### Routed metal per tile, run 1

The die is cut into 18 by 18 equal tiles; white is low, dark blue is high, scaled to the fullest tile. Values are wire area over tile area, all layers added.
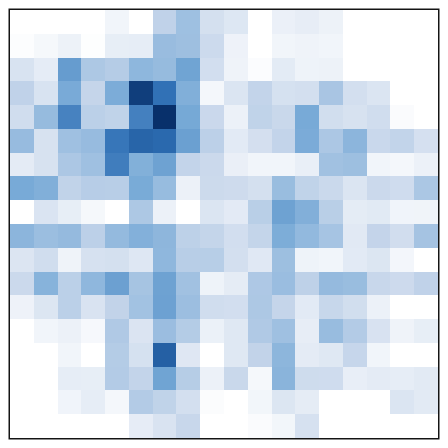
### Clock wiring as the flow saved it, run 1

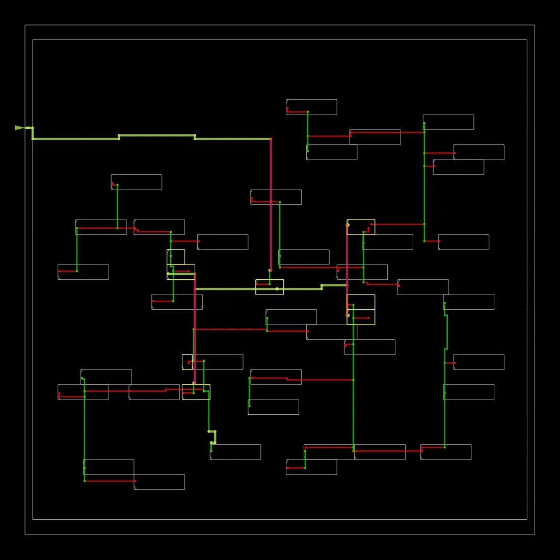
### I/O pins on the die edge, run 1

The bar under the picture is 20 um long. Pins as bars across the die edge, other pins in grey.
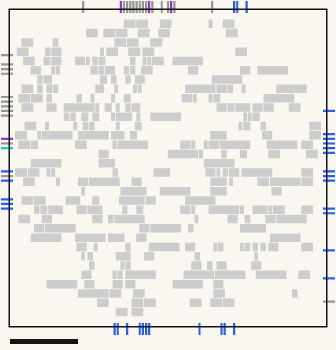
### config.mk
export PLATFORM = sky130hd
export DESIGN_NAME = multicycle_control_flat
export DESIGN_NICKNAME = d
export VERILOG_FILES = /design/src/rtl/mc_ctrl_pkg.sv /design/src/rtl/multicycle_control_if.sv /design/src/rtl/mc_ctrl_outdec.sv /design/src/rtl/multicycle_control.sv /design/src/flat_wrapper.sv
export SDC_FILE = /design/constraint.sdc
export NUM_CORES = 1
export LEC_CHECK = 0
export CAP_MARGIN = 10
export CORE_UTILIZATION = 25
export DETAILED_ROUTE_END_ITERATION = 12
export PLACE_DENSITY_LB_ADDON = 0.08
export SLEW_MARGIN = 5
export SYNTH_ARGS = -nofsm -noshare
export SYNTH_HDL_FRONTEND = slang
export SYNTH_SLANG_ARGS = --single-unit
export TNS_END_PERCENT = 10
### constraint.sdc
create_clock -name clk -period 3.9 [get_ports clk]
set_clock_uncertainty 0.15 [all_clocks]
set_input_delay 0.78 -clock clk [delete_from_list [all_inputs] [get_ports clk]]
set_output_delay 0.78 -clock clk [all_outputs]
set_load 0.005 [all_outputs]
### src/rtl/mc_ctrl_pkg.sv
// Shared definitions for the multicycle MIPS main controller.
//   - state encodings (also exported on state_dbg)
//   - opcode constants for the IR[31:26] field
//   - ALUOp / ALUSrcB / PCSource encodings
//   - the control word produced by the output decoder
//   - decode_next(): opcode -> first post-DECODE state
package mc_ctrl_pkg;

    localparam int OP_W    = 6;
    localparam int CNT_W   = 32;
    localparam int STATE_W = 4;

    typedef enum logic [STATE_W-1:0] {
        ST_RST       = 4'd0,
        ST_FETCH     = 4'd1,
        ST_DECODE    = 4'd2,
        ST_MEM_ADDR  = 4'd3,
        ST_MEM_RD    = 4'd4,
        ST_MEM_WB    = 4'd5,
        ST_MEM_WR    = 4'd6,
        ST_R_EXEC    = 4'd7,
        ST_R_WB      = 4'd8,
        ST_ADDI_EXEC = 4'd9,
        ST_ADDI_WB   = 4'd10,
        ST_BRANCH    = 4'd11,
        ST_JUMP      = 4'd12,
        ST_HALT      = 4'd13,
        ST_TRAP      = 4'd14
    } state_e;

    localparam logic [OP_W-1:0] OP_RTYPE = 6'b000000;
    localparam logic [OP_W-1:0] OP_LW    = 6'b100011;
    localparam logic [OP_W-1:0] OP_SW    = 6'b101011;
    localparam logic [OP_W-1:0] OP_BEQ   = 6'b000100;
    localparam logic [OP_W-1:0] OP_J     = 6'b000010;
    localparam logic [OP_W-1:0] OP_ADDI  = 6'b001000;
    localparam logic [OP_W-1:0] OP_HALT  = 6'b111111;

    typedef enum logic [1:0] {
        ALUOP_ADD   = 2'b00,
        ALUOP_SUB   = 2'b01,
        ALUOP_FUNCT = 2'b10
    } aluop_e;

    typedef enum logic [2:0] {
        SRCB_REG     = 3'b000,
        SRCB_FOUR    = 3'b001,
        SRCB_IMM     = 3'b010,
        SRCB_IMM_SH2 = 3'b011
    } srcb_e;

    typedef enum logic [1:0] {
        PCSRC_ALU    = 2'b00,
        PCSRC_ALUOUT = 2'b01,
        PCSRC_JUMP   = 2'b10
    } pcsrc_e;

    typedef struct packed {
        logic   pc_write_cond;
        logic   pc_write;
        logic   i_or_d;
        logic   mem_read;
        logic   mem_write;
        logic   mem_to_reg;
        logic   ir_write;
        pcsrc_e pc_source;
        aluop_e alu_op;
        srcb_e  alu_src_b;
        logic   alu_src_a;
        logic   reg_write;
        logic   reg_dst;
        logic   halted;
        logic   illegal_op;
    } ctrl_word_t;

    // lw and sw share MEM_ADDR; the load/store split is resolved there
    // from a flag captured alongside this decode.
    function automatic state_e decode_next(input logic [OP_W-1:0] op);
        case (op)
            OP_RTYPE:     return ST_R_EXEC;
            OP_LW, OP_SW: return ST_MEM_ADDR;
            OP_BEQ:       return ST_BRANCH;
            OP_J:         return ST_JUMP;
            OP_ADDI:      return ST_ADDI_EXEC;
            OP_HALT:      return ST_HALT;
            default:      return ST_TRAP;
        endcase
    endfunction

endpackage

### src/rtl/multicycle_control_if.sv
// Controller <-> datapath bundle for the multicycle MIPS controller.
//   opCode       datapath -> controller, IR[31:26]
//   PCWriteCond .. RegDst   controller -> datapath strobes and mux selects
//   halted, illegal_op, instr_count, state_dbg   controller -> debug/status
// master: the controller side; slave: the datapath side.
interface multicycle_control_if
    import mc_ctrl_pkg::*;
#(
    parameter int IF_OP_W    = OP_W,
    parameter int IF_CNT_W   = CNT_W,
    parameter int IF_STATE_W = STATE_W
);
    logic [IF_OP_W-1:0]    opCode;
    logic                  PCWriteCond;
    logic                  PCWrite;
    logic                  IorD;
    logic                  MemRead;
    logic                  MemWrite;
    logic                  MemtoReg;
    logic                  IRWrite;
    logic [1:0]            PCSource;
    logic [1:0]            ALUOp;
    logic [2:0]            ALUSrcB;
    logic                  ALUSrcA;
    logic                  RegWrite;
    logic                  RegDst;
    logic                  halted;
    logic                  illegal_op;
    logic [IF_CNT_W-1:0]   instr_count;
    logic [IF_STATE_W-1:0] state_dbg;

    modport master (
        input  opCode,
        output PCWriteCond, PCWrite, IorD, MemRead, MemWrite, MemtoReg, IRWrite,
               PCSource, ALUOp, ALUSrcB, ALUSrcA, RegWrite, RegDst,
               halted, illegal_op, instr_count, state_dbg
    );

    modport slave (
        output opCode,
        input  PCWriteCond, PCWrite, IorD, MemRead, MemWrite, MemtoReg, IRWrite,
               PCSource, ALUOp, ALUSrcB, ALUSrcA, RegWrite, RegDst,
               halted, illegal_op, instr_count, state_dbg
    );
endinterface

### src/rtl/mc_ctrl_outdec.sv
// Pure state -> control word decoder (Moore outputs of the main controller).
//   state  in   current controller state
//   ctrl   out  full control word; every field 0 unless the state asserts it
module mc_ctrl_outdec
    import mc_ctrl_pkg::*;
(
    input  state_e     state,
    output ctrl_word_t ctrl
);

    always_comb begin
        ctrl = '0;
        case (state)
            ST_FETCH: begin
                ctrl.mem_read  = 1'b1;
                ctrl.ir_write  = 1'b1;
                ctrl.alu_src_b = SRCB_FOUR;
                ctrl.alu_op    = ALUOP_ADD;
                ctrl.pc_source = PCSRC_ALU;
                ctrl.pc_write  = 1'b1;
            end
            ST_DECODE: begin
                // Speculative branch target, consumed by BRANCH if taken.
                ctrl.alu_src_b = SRCB_IMM_SH2;
                ctrl.alu_op    = ALUOP_ADD;
            end
            ST_MEM_ADDR: begin
                ctrl.alu_src_a = 1'b1;
                ctrl.alu_src_b = SRCB_IMM;
                ctrl.alu_op    = ALUOP_ADD;
            end
            ST_MEM_RD: begin
                ctrl.mem_read = 1'b1;
                ctrl.i_or_d   = 1'b1;
            end
            ST_MEM_WB: begin
                ctrl.reg_write  = 1'b1;
                ctrl.mem_to_reg = 1'b1;
            end
            ST_MEM_WR: begin
                ctrl.mem_write = 1'b1;
                ctrl.i_or_d    = 1'b1;
            end
            ST_R_EXEC: begin
                ctrl.alu_src_a = 1'b1;
                ctrl.alu_src_b = SRCB_REG;
                ctrl.alu_op    = ALUOP_FUNCT;
            end
            ST_R_WB: begin
                ctrl.reg_write = 1'b1;
                ctrl.reg_dst   = 1'b1;
            end
            ST_ADDI_EXEC: begin
                ctrl.alu_src_a = 1'b1;
                ctrl.alu_src_b = SRCB_IMM;
                ctrl.alu_op    = ALUOP_ADD;
            end
            ST_ADDI_WB: begin
                ctrl.reg_write = 1'b1;
            end
            ST_BRANCH: begin
                ctrl.alu_src_a     = 1'b1;
                ctrl.alu_src_b     = SRCB_REG;
                ctrl.alu_op        = ALUOP_SUB;
                ctrl.pc_write_cond = 1'b1;
                ctrl.pc_source     = PCSRC_ALUOUT;
            end
            ST_JUMP: begin
                ctrl.pc_write  = 1'b1;
                ctrl.pc_source = PCSRC_JUMP;
            end
            ST_HALT: ctrl.halted     = 1'b1;
            ST_TRAP: ctrl.illegal_op = 1'b1;
            default: ctrl = '0;
        endcase
    end

endmodule

### src/rtl/multicycle_control.sv
// Main control FSM for the multicycle MIPS datapath.
//   clk    in   system clock, rising edge
//   reset  in   asynchronous, active-low reset
//   bus    master side of multicycle_control_if (opCode in; strobes,
//          halted, illegal_op, instr_count, state_dbg out)
//
// state     | meaning
// ----------+------------------------------------------------------
// RST       | reset landing state, all outputs 0
// FETCH     | read instruction, load IR, PC <= PC + 4
// DECODE    | sample opCode, compute branch target
// MEM_ADDR  | effective address for lw/sw
// MEM_RD    | data memory read (lw)
// MEM_WB    | memory data -> rt (lw)
// MEM_WR    | data memory write (sw)
// R_EXEC    | ALU op from funct field
// R_WB      | ALU result -> rd
// ADDI_EXEC | A + sign-extended immediate
// ADDI_WB   | ALU result -> rt
// BRANCH    | compare, PC <= target if zero
// JUMP      | PC <= jump target
// HALT      | stopped until reset
// TRAP      | illegal opcode, stopped until reset
module multicycle_control
    import mc_ctrl_pkg::*;
(
    input  logic                 clk,
    input  logic                 reset,
    multicycle_control_if.master bus
);

    state_e             state_q, state_d;
    logic               is_store_q, is_store_d;
    logic [CNT_W-1:0]   instr_count_q, instr_count_d;
    ctrl_word_t         ctrl;

    always_ff @(posedge clk or negedge reset) begin
        if (!reset) begin
            state_q       <= ST_RST;
            is_store_q    <= 1'b0;
            instr_count_q <= '0;
        end else begin
            state_q       <= state_d;
            is_store_q    <= is_store_d;
            instr_count_q <= instr_count_d;
        end
    end

    always_comb begin
        state_d       = state_q;
        is_store_d    = is_store_q;
        instr_count_d = instr_count_q;

        if (state_q == ST_FETCH) begin
            instr_count_d = instr_count_q + CNT_W'(1);
        end

        case (state_q)
            ST_RST:       state_d = ST_FETCH;
            ST_FETCH:     state_d = ST_DECODE;
            ST_DECODE: begin
                // opCode is only trusted here; remember lw vs sw for MEM_ADDR.
                state_d    = decode_next(bus.opCode);
                is_store_d = (bus.opCode == OP_SW);
            end
            ST_MEM_ADDR:  state_d = is_store_q ? ST_MEM_WR : ST_MEM_RD;
            ST_MEM_RD:    state_d = ST_MEM_WB;
            ST_MEM_WB:    state_d = ST_FETCH;
            ST_MEM_WR:    state_d = ST_FETCH;
            ST_R_EXEC:    state_d = ST_R_WB;
            ST_R_WB:      state_d = ST_FETCH;
            ST_ADDI_EXEC: state_d = ST_ADDI_WB;
            ST_ADDI_WB:   state_d = ST_FETCH;
            ST_BRANCH:    state_d = ST_FETCH;
            ST_JUMP:      state_d = ST_FETCH;
            ST_HALT:      state_d = ST_HALT;
            ST_TRAP:      state_d = ST_TRAP;
            // Unused encoding: restart cleanly through RST.
            default:      state_d = ST_RST;
        endcase
    end

    mc_ctrl_outdec u_outdec (
        .state (state_q),
        .ctrl  (ctrl)
    );

    assign bus.PCWriteCond = ctrl.pc_write_cond;
    assign bus.PCWrite     = ctrl.pc_write;
    assign bus.IorD        = ctrl.i_or_d;
    assign bus.MemRead     = ctrl.mem_read;
    assign bus.MemWrite    = ctrl.mem_write;
    assign bus.MemtoReg    = ctrl.mem_to_reg;
    assign bus.IRWrite     = ctrl.ir_write;
    assign bus.PCSource    = ctrl.pc_source;
    assign bus.ALUOp       = ctrl.alu_op;
    assign bus.ALUSrcB     = ctrl.alu_src_b;
    assign bus.ALUSrcA     = ctrl.alu_src_a;
    assign bus.RegWrite    = ctrl.reg_write;
    assign bus.RegDst      = ctrl.reg_dst;
    assign bus.halted      = ctrl.halted;
    assign bus.illegal_op  = ctrl.illegal_op;
    assign bus.instr_count = instr_count_q;
    assign bus.state_dbg   = state_q;

endmodule

### src/flat_wrapper.sv
// flat-port wrapper written by rule: the top's interface ports become plain ports
module multicycle_control_flat import mc_ctrl_pkg::*;
  (clk, reset, bus_opCode, bus_PCWriteCond, bus_PCWrite, bus_IorD, bus_MemRead, bus_MemWrite, bus_MemtoReg, bus_IRWrite, bus_PCSource, bus_ALUOp, bus_ALUSrcB, bus_ALUSrcA, bus_RegWrite, bus_RegDst, bus_halted, bus_illegal_op, bus_instr_count, bus_state_dbg);
  multicycle_control_if bus_i ();
  input  logic clk;
  input  logic reset;
  input wire logic [$bits(bus_i.opCode)-1:0] bus_opCode;
  output wire logic [$bits(bus_i.PCWriteCond)-1:0] bus_PCWriteCond;
  output wire logic [$bits(bus_i.PCWrite)-1:0] bus_PCWrite;
  output wire logic [$bits(bus_i.IorD)-1:0] bus_IorD;
  output wire logic [$bits(bus_i.MemRead)-1:0] bus_MemRead;
  output wire logic [$bits(bus_i.MemWrite)-1:0] bus_MemWrite;
  output wire logic [$bits(bus_i.MemtoReg)-1:0] bus_MemtoReg;
  output wire logic [$bits(bus_i.IRWrite)-1:0] bus_IRWrite;
  output wire logic [$bits(bus_i.PCSource)-1:0] bus_PCSource;
  output wire logic [$bits(bus_i.ALUOp)-1:0] bus_ALUOp;
  output wire logic [$bits(bus_i.ALUSrcB)-1:0] bus_ALUSrcB;
  output wire logic [$bits(bus_i.ALUSrcA)-1:0] bus_ALUSrcA;
  output wire logic [$bits(bus_i.RegWrite)-1:0] bus_RegWrite;
  output wire logic [$bits(bus_i.RegDst)-1:0] bus_RegDst;
  output wire logic [$bits(bus_i.halted)-1:0] bus_halted;
  output wire logic [$bits(bus_i.illegal_op)-1:0] bus_illegal_op;
  output wire logic [$bits(bus_i.instr_count)-1:0] bus_instr_count;
  output wire logic [$bits(bus_i.state_dbg)-1:0] bus_state_dbg;
  assign bus_i.opCode = bus_opCode;
  assign bus_PCWriteCond = bus_i.PCWriteCond;
  assign bus_PCWrite = bus_i.PCWrite;
  assign bus_IorD = bus_i.IorD;
  assign bus_MemRead = bus_i.MemRead;
  assign bus_MemWrite = bus_i.MemWrite;
  assign bus_MemtoReg = bus_i.MemtoReg;
  assign bus_IRWrite = bus_i.IRWrite;
  assign bus_PCSource = bus_i.PCSource;
  assign bus_ALUOp = bus_i.ALUOp;
  assign bus_ALUSrcB = bus_i.ALUSrcB;
  assign bus_ALUSrcA = bus_i.ALUSrcA;
  assign bus_RegWrite = bus_i.RegWrite;
  assign bus_RegDst = bus_i.RegDst;
  assign bus_halted = bus_i.halted;
  assign bus_illegal_op = bus_i.illegal_op;
  assign bus_instr_count = bus_i.instr_count;
  assign bus_state_dbg = bus_i.state_dbg;
  multicycle_control u_core (.clk(clk), .reset(reset), .bus(bus_i));
endmodule
==> results.rst, run 1 <==
Run summary
-----------

.. list-table::
   :header-rows: 1

   * - Metric
     - Value
   * - Worst vdd rail ir drop
     - 0.294 mV
   * - Number of tap cells inserted
     - 102
   * - Most frequent logic cells in the routed design
     - 60 x clkdlybuf4s50_1, 37 x dfrtp_1, 19 x xor2_1
   * - Worst Tran Pin Value
     - 0.849 ns
   * - NonClk Buf Share
     - 21.5%
   * - Global-route total usage across every layer
     - 12.3%
   * - WS Path Type
     - register to output port
   * - Hold_sp
     - u_core.bus.instr_count[31]
   * - Number of inverters outside the clock class in the layout
     - 12
   * - Multiplexer fraction of the synthesized cell area
     - 0%
   * - TritonCTS clock tree
     - done
   * - Clk Tree Root Cell
     - clkbuf_8
   * - Switching pwr
     - 0.000472 W
   * - RR Startpoint
     - u_core.bus.state_dbg[0]
   * - Placed inst area
     - 2730 um^2
   * - Internal cell power
     - 0.000863 W
   * - Number of cells on the critical path
     - 4
   * - Slowest cell on crit path
     - dfrtp_1
   * - Via-to-Cell Ratio
     - 4.53
   * - Number of non-clock buffers in the layout
     - 61
   * - Final design instance area without fill
     - 2820 um^2
   * - Core box area
     - 7810 um^2
   * - Max-cap violations
     - 0
   * - Leak Pwr
     - 1.23 nW
   * - Final WS setup
     - 0.778 ns
   * - Flip-flop and latch share of the layout cell area
     - 32.8%
   * - Setup TNS
     - 0 ns
   * - Clock Sink Count
     - 37
   * - Top cell type's share of synthesized area
     - 45.3%
   * - Top non-seq family
     - simple AND/OR/NAND/NOR gates
   * - Chain of cells forming the critical path
     - nand2b_4, or3_4, clkinv_2, clkdlybuf4s50_1
   * - Via count of the first global-routing pass
     - 1668
   * - Number of OpenROAD warnings
     - 26
   * - Simple-gate share of the synthesized area
     - 28.1%
   * - Average wire per cell in the routed design
     - 12.9 um
   * - Worst setup endpoint
     - bus_IRWrite
   * - Worst Hold Path Cells
     - 1
   * - Adder share
     - 0.612%
   * - Synthesized area per cell
     - 9.74 um^2
   * - AND-OR/OR-AND Cells, Area Fraction
     - 6.49%
   * - R2R Path End
     - u_core.bus.instr_count[31]
   * - Yosys xor share
     - 14.6%
   * - Number of enable-type register cells in the synthesized netlist
     - 0
   * - Detailed-route DRC error count
     - 0
   * - Seq power
     - 0.000543 W
   * - Number of nets in the final layout
     - 278
   * - Synth flops
     - 37
   * - Number of cells in Yosys stat
     - 210
   * - Post-synthesis cell type count
     - 40
   * - Worst skew pair latency
     - 0.29 ns
   * - Number of flip-flops under the largest register name
     - 32
   * - Finish-stage setup viols
     - 0
   * - Number of placed I/O pins
     - 63
   * - Yosys synthesis chip area
     - 2040 um^2
   * - Comb area
     - 1020 um^2
   * - Buffer levels on the longest clock path
     - 2
   * - Pre-CTS worst setup slack
     - 1.14 ns
   * - Initial DRC count
     - 12
   * - Portion of the layout cell area used by clock cells
     - 3.41%
   * - Data arrival time of the critical path
     - 2.19 ns
   * - Seq pwr share
     - 40.7%
   * - Fin crit share
     - 80.0%
   * - Placed instance count
     - 364
   * - Share of total power consumed by net switching
     - 35.4%
   * - Max Used Layer
     - met4
   * - Critical Path End Type
     - output port
   * - Worst Hold Margin
     - 0.317 ns
   * - Area growth from synthesis to layout
     - 38.1%
   * - Summed instance area of the synthesized netlist
     - 2040 um^2
   * - Multi-input combinational area share
     - 36.2%
   * - Clk pwr share
     - 21.5%
   * - Clock-pin slew on the worst setup and hold paths
     - 0.08 ns
   * - Share of the core filled with cells in the final layout
     - 36.2%
   * - Core utilization before placement
     - 26.2%
   * - Final Hold Violation Tally
     - 0
   * - Weighted congestion reported at the end of routability-driven placement
     - 0.796
   * - Family with the most delay on the worst path
     - buffers and inverters
   * - PD cells
     - 473 nW/um^2
   * - Antenna fix cells
     - 0
   * - Post-synth seq share
     - 45.3%
   * - Ys async rst share
     - 100%
   * - Global routing met2 resource utilization
     - 18.4%
   * - Leading power group
     - registers
   * - Synth Net Count
     - 219
   * - Number of instances in the synthesized netlist
     - 210
   * - Area-dominant cell class after layout
     - logic gates
   * - Number of pins with negative max-slew slack in the final report
     - 0
   * - Total power after layout
     - 0.00134 W
   * - Number of iterations in the first detailed-routing pass
     - 6
   * - CP bufs+invs
     - 2
   * - Worst min path class
     - register to register
   * - Layer with the highest usage
     - met2
   * - Comb. pwr
     - 0.000505 W
   * - Yosys synthesis warning count
     - 0
   * - Std-Cell Rows
     - 32
   * - Most common cell in the synthesized netlist
     - dfrtp_1
   * - Remaining antenna violation count
     - 0
   * - First-pass GRT wire length
     - 8260 um
   * - Pin count of the biggest net entering global routing
     - 38
   * - Share of total power in combinational logic
     - 37.8%
   * - # port buffers
     - 61
   * - Antenna violations before repair
     - 0
   * - Met1 GRT Util
     - 16.7%
   * - Post-synth area hogs
     - dfrtp_1 45%, xor2_1 8.1%, xnor2_1 6.4%, nor3_1 3.4%, nor2_1 3.3%
   * - Vias after detailed routing
     - 1684
   * - Count of hold-fix buffers inserted at cts
     - 0
   * - Critical path startpoint category
     - register
   * - Setup repair after global routing missed its margin
     - no
   * - Run status
     - complete, no violations
   * - Chip Footprint
     - 8540 um^2
   * - Depth of the worst register-to-register path
     - 6
   * - Highest cell delay on the worst timing path
     - 0.68 ns
   * - Final cell count without fillers
     - 372
   * - Headroom to the max-slew limit
     - 43.4%
   * - Sequential cell area in the final layout
     - 926 um^2
   * - CTS H-tree lvls
     - 2
   * - Horiz. Die Dim
     - 92.4 um
   * - Data required time of the worst path
     - 2.97 ns
   * - Met3 global-route usage
     - 3.20%
   * - Overall die height
     - 92.4 um
   * - Leading cell type in the layout, fill and taps excluded
     - clkdlybuf4s50_1
   * - Post-Route M1 WL
     - 2280 um
   * - Number of fillers in the final layout
     - 833
   * - DP Wirelength
     - 3530 um
Back to the opening pictures, 'Routed metal per tile':
fullest tile = 0.42
nearly empty tiles = 18%
tiles over half the peak = 6.2%
mean over tiles = 0.089

Back to the opening pictures, 'Clock wiring as the flow saved it':
Inserted Clock Buffers: 5
power consumed by the clock network: 0.000288 W
FF+latch count: 37
clock buffer count in the final layout: 6

Back to the opening pictures, 'I/O pins on the die edge':
purple -> `bus_state_dbg`  # pins 4, direction output, edge 3 north, 1 west
cyan -> `bus_PCWrite`  # pins 1, direction output, edge west
blue -> `bus_instr_count`  # pins 32, direction output, edge 13 east, 11 south, 5 west, 3 north

--- run 2 (diff from run 1) ---
- clock period: 3.9 -> 3.2 ns (I/O delays scaled with it)
### Gate-type map, run 2

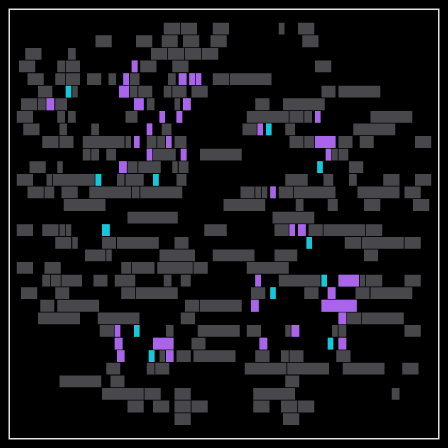
cyan -> inv cells  # cells 12, most used inv_1
purple -> nor cells  # cells 38, most used nor2_1
multi-input combinational area share: 36.1%
final cell count without fillers: 371
leading cell type in the layout, fill and taps excluded: clkdlybuf4s50_1

### Clock wiring as the flow saved it, run 2

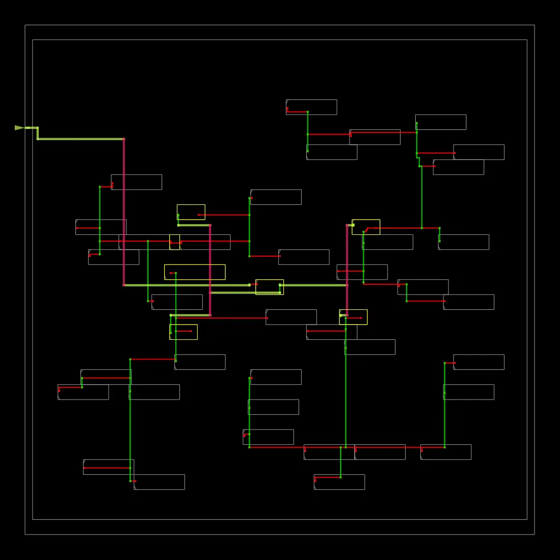
clock buffer count in the final layout: 5
Clock Sink Count: 37
power consumed by the clock network: 0.000392 W

==> run 2 against run 1 <==
- first-iteration DRC count grew 33%
- power grew 24%
- sequential share of layout area shrank 0.087 points
- wire length shrank 1.0%
- worst setup slack lost 0.51 ns
==> results.rst, run 2 <==
Run summary
-----------

.. list-table::
   :header-rows: 1

   * - Metric
     - Value
   * - First-pass GRT wire length
     - 8300 um (+0.50%)
   * - Post-Route M1 WL
     - 2290 um (+0.39%)
   * - Simple-gate share of the synthesized area
     - 28.1% (unchanged)
   * - Initial DRC count
     - 16 (+4)
   * - Seq power
     - 0.000660 W (+22%)
   * - Highest cell delay on the worst timing path
     - 0.64 ns (-0.04 ns)
   * - PD cells
     - 587 nW/um^2 (+24%)
   * - Share of the core filled with cells in the final layout
     - 36.3% (+0.096 points)
   * - Share of total power consumed by net switching
     - 33.6% (-1.8 points)
   * - Worst Hold Margin
     - 0.303 ns (-0.0136 ns)
   * - Family with the most delay on the worst path
     - buffers and inverters
   * - Area growth from synthesis to layout
     - 38.4%
   * - # port buffers
     - 61 (unchanged)
   * - Finish-stage setup viols
     - 0 (unchanged)
   * - Antenna violations before repair
     - 0 (unchanged)
   * - Via-to-Cell Ratio
     - 4.49 (-0.86%)
   * - Seq pwr share
     - 39.7% (-1.0 points)
   * - Setup TNS
     - 0 ns (unchanged)
   * - Number of OpenROAD warnings
     - 26 (unchanged)
   * - Met1 GRT Util
     - 16.9% (+0.20 points)
   * - Clk Tree Root Cell
     - clkbuf_8
   * - Quantity of gates resized following cts
     - 0
   * - Yosys synthesis warning count
     - 0 (unchanged)
   * - Worst Tran Pin Value
     - 0.846 ns (-0.00326 ns)
   * - Max Used Layer
     - met4
   * - Data arrival time of the critical path
     - 2.14 ns (-0.05 ns)
   * - Number of inverters outside the clock class in the layout
     - 12 (unchanged)
   * - Fin crit share
     - 91.7%
   * - CP bufs+invs
     - 2 (unchanged)
   * - Summed instance area of the synthesized netlist
     - 2040 um^2 (unchanged)
   * - Via count of the first global-routing pass
     - 1669 (+0.060%)
   * - R2R Path End
     - u_core.bus.instr_count[31]
   * - Comb area
     - 1020 um^2 (unchanged)
   * - Number of iterations in the first detailed-routing pass
     - 4 (-2)
   * - Final design instance area without fill
     - 2830 um^2 (+0.27%)
   * - Placed inst area
     - 2730 um^2 (unchanged)
   * - Top cell type's share of synthesized area
     - 45.3% (unchanged)
   * - DP Wirelength
     - 3530 um (-0.11%)
   * - Clk pwr share
     - 23.6% (+2.1 points)
   * - Most frequent logic cells in the routed design
     - 60 x clkdlybuf4s50_1, 37 x dfrtp_1, 19 x xor2_1
   * - Leading power group
     - registers
   * - Depth of the worst register-to-register path
     - 6 (unchanged)
   * - Number of non-clock buffers in the layout
     - 61 (unchanged)
   * - CTS H-tree lvls
     - 2 (unchanged)
   * - Run status
     - complete, no violations
   * - Number of instances in the synthesized netlist
     - 210 (unchanged)
   * - Worst skew pair latency
     - 0.29 ns (about the same)
   * - Pre-CTS worst setup slack
     - 0.568 ns (-0.571 ns)
   * - RR Startpoint
     - u_core.bus.state_dbg[0]
   * - Ys async rst share
     - 100% (unchanged)
   * - Share of total power in combinational logic
     - 36.7% (-1.1 points)
   * - Slowest cell on crit path
     - dfrtp_1
   * - Setup repair after global routing missed its margin
     - no
   * - Global-route total usage across every layer
     - 12.2% (-0.037 points)
   * - Core box area
     - 7810 um^2 (unchanged)
   * - Worst Setup SP
     - u_core.bus.state_dbg[0]
   * - Number of fillers in the final layout
     - 814 (-2.3%)
   * - Most common cell in the synthesized netlist
     - dfrtp_1
   * - Clock-pin slew on the worst setup and hold paths
     - 0.08 ns (about the same)
   * - Number of cells in Yosys stat
     - 210 (unchanged)
   * - Global routing met2 resource utilization
     - 18.2% (-0.19 points)
   * - Chain of cells forming the critical path
     - nand2b_4, or3_4, clkinv_2, clkdlybuf4s50_1
   * - Sequential cell area in the final layout
     - 926 um^2 (unchanged)
   * - Adder share
     - 0.612% (unchanged)
   * - Portion of the layout cell area used by clock cells
     - 3.67% (+0.26 points)
   * - Pin count of the biggest net entering global routing
     - 38 (unchanged)
   * - Worst min path class
     - input port to asynchronous set/reset pin
   * - Chip Footprint
     - 8540 um^2 (unchanged)
   * - Number of nets in the final layout
     - 278 (unchanged)
   * - Synth flops
     - 37 (unchanged)
   * - Buffer levels on the longest clock path
     - 2 (unchanged)
   * - Weighted congestion reported at the end of routability-driven placement
     - 0.796 (about the same)
   * - Synthesized area per cell
     - 9.74 um^2 (unchanged)
   * - Number of cells on the critical path
     - 4 (unchanged)
   * - Max-cap violations
     - 0 (unchanged)
   * - Yosys xor share
     - 14.6% (unchanged)
   * - Critical path startpoint category
     - register
   * - Synth Net Count
     - 219 (unchanged)
   * - Yosys synthesis chip area
     - 2040 um^2 (unchanged)
   * - Number of pins with negative max-slew slack in the final report
     - 0 (unchanged)
   * - Met3 global-route usage
     - 3.20% (unchanged)
   * - Switching pwr
     - 0.000558 W (+18%)
   * - FF+latch count
     - 37 (unchanged)
   * - Data required time of the worst path
     - 2.41 ns (-0.56 ns)
   * - Std-Cell Rows
     - 32 (unchanged)
   * - AND-OR/OR-AND Cells, Area Fraction
     - 6.49% (unchanged)
   * - Worst setup endpoint
     - bus_IRWrite
   * - Post-synth area hogs
     - dfrtp_1 45%, xor2_1 8.1%, xnor2_1 6.4%, nor3_1 3.4%, nor2_1 3.3%
   * - Overall die height
     - 92.4 um (unchanged)
   * - Leak Pwr
     - 1.23 nW (+0.23%)
   * - Worst vdd rail ir drop
     - 0.375 mV (+28%)
   * - Area-dominant cell class after layout
     - logic gates
   * - Flip-flop and latch share of the layout cell area
     - 32.7% (-0.087 points)
   * - Number of flip-flops under the largest register name
     - 32 (unchanged)
   * - Headroom to the max-slew limit
     - 43.6% (+0.22 points)
   * - Number of tap cells inserted
     - 102 (unchanged)
   * - Detailed-route DRC error count
     - 0 (unchanged)
   * - Post-synth seq share
     - 45.3% (unchanged)
   * - Vias after detailed routing
     - 1665 (-1.1%)
   * - Core utilization before placement
     - 26.2% (unchanged)
   * - Internal cell power
     - 0.00110 W (+28%)
   * - Average wire per cell in the routed design
     - 12.8 um (-0.75%)
   * - Final Hold Violation Tally
     - 0 (unchanged)
   * - Count of hold-fix buffers inserted at cts
     - 0 (unchanged)
   * - TritonCTS clock tree
     - done
   * - WS Path Type
     - register to output port
   * - Setup bufs post-CTS
     - 0
   * - NonClk Buf Share
     - 21.4% (-0.057 points)
   * - Final WS setup
     - 0.267 ns (-0.512 ns)
   * - Share of post-route cells with drive strength above 1
     - 7.43%
   * - Top non-seq family
     - simple AND/OR/NAND/NOR gates
   * - Layer with the highest usage
     - met2
   * - Post-synthesis cell type count
     - 40 (unchanged)
   * - Comb. pwr
     - 0.000609 W (+21%)
   * - Inserted Clock Buffers
     - 5 (unchanged)
   * - Placed instance count
     - 364 (unchanged)
   * - Total power after layout
     - 0.00166 W (+24%)
   * - Remaining antenna violation count
     - 0 (unchanged)
   * - Critical Path End Type
     - output port
   * - Number of placed I/O pins
     - 63 (unchanged)
   * - Antenna fix cells
     - 0 (unchanged)
   * - Multiplexer fraction of the synthesized cell area
     - 0% (unchanged)
   * - Number of enable-type register cells in the synthesized netlist
     - 0 (unchanged)
### Zoomed window, run 2

The bar under the picture is 5 um long. Window x 36 to 56, y 55 to 75 um. Cells in grey, sequential cells in the stronger grey; small squares are vias.
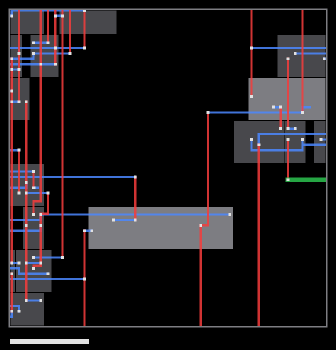
red -> metal 2
blue -> metal 1
green -> metal 3
netlist names of flops here include = `u_core.bus.instr_count` (1), `u_core.bus.state_dbg` (1)
cells with their middle in the window = 15
most frequent = nor2_1 (3), xnor2_1 (2), dfrtp_1 (2)
sequential cells in the window = 2

Power is estimated from default activity; no workload was simulated.
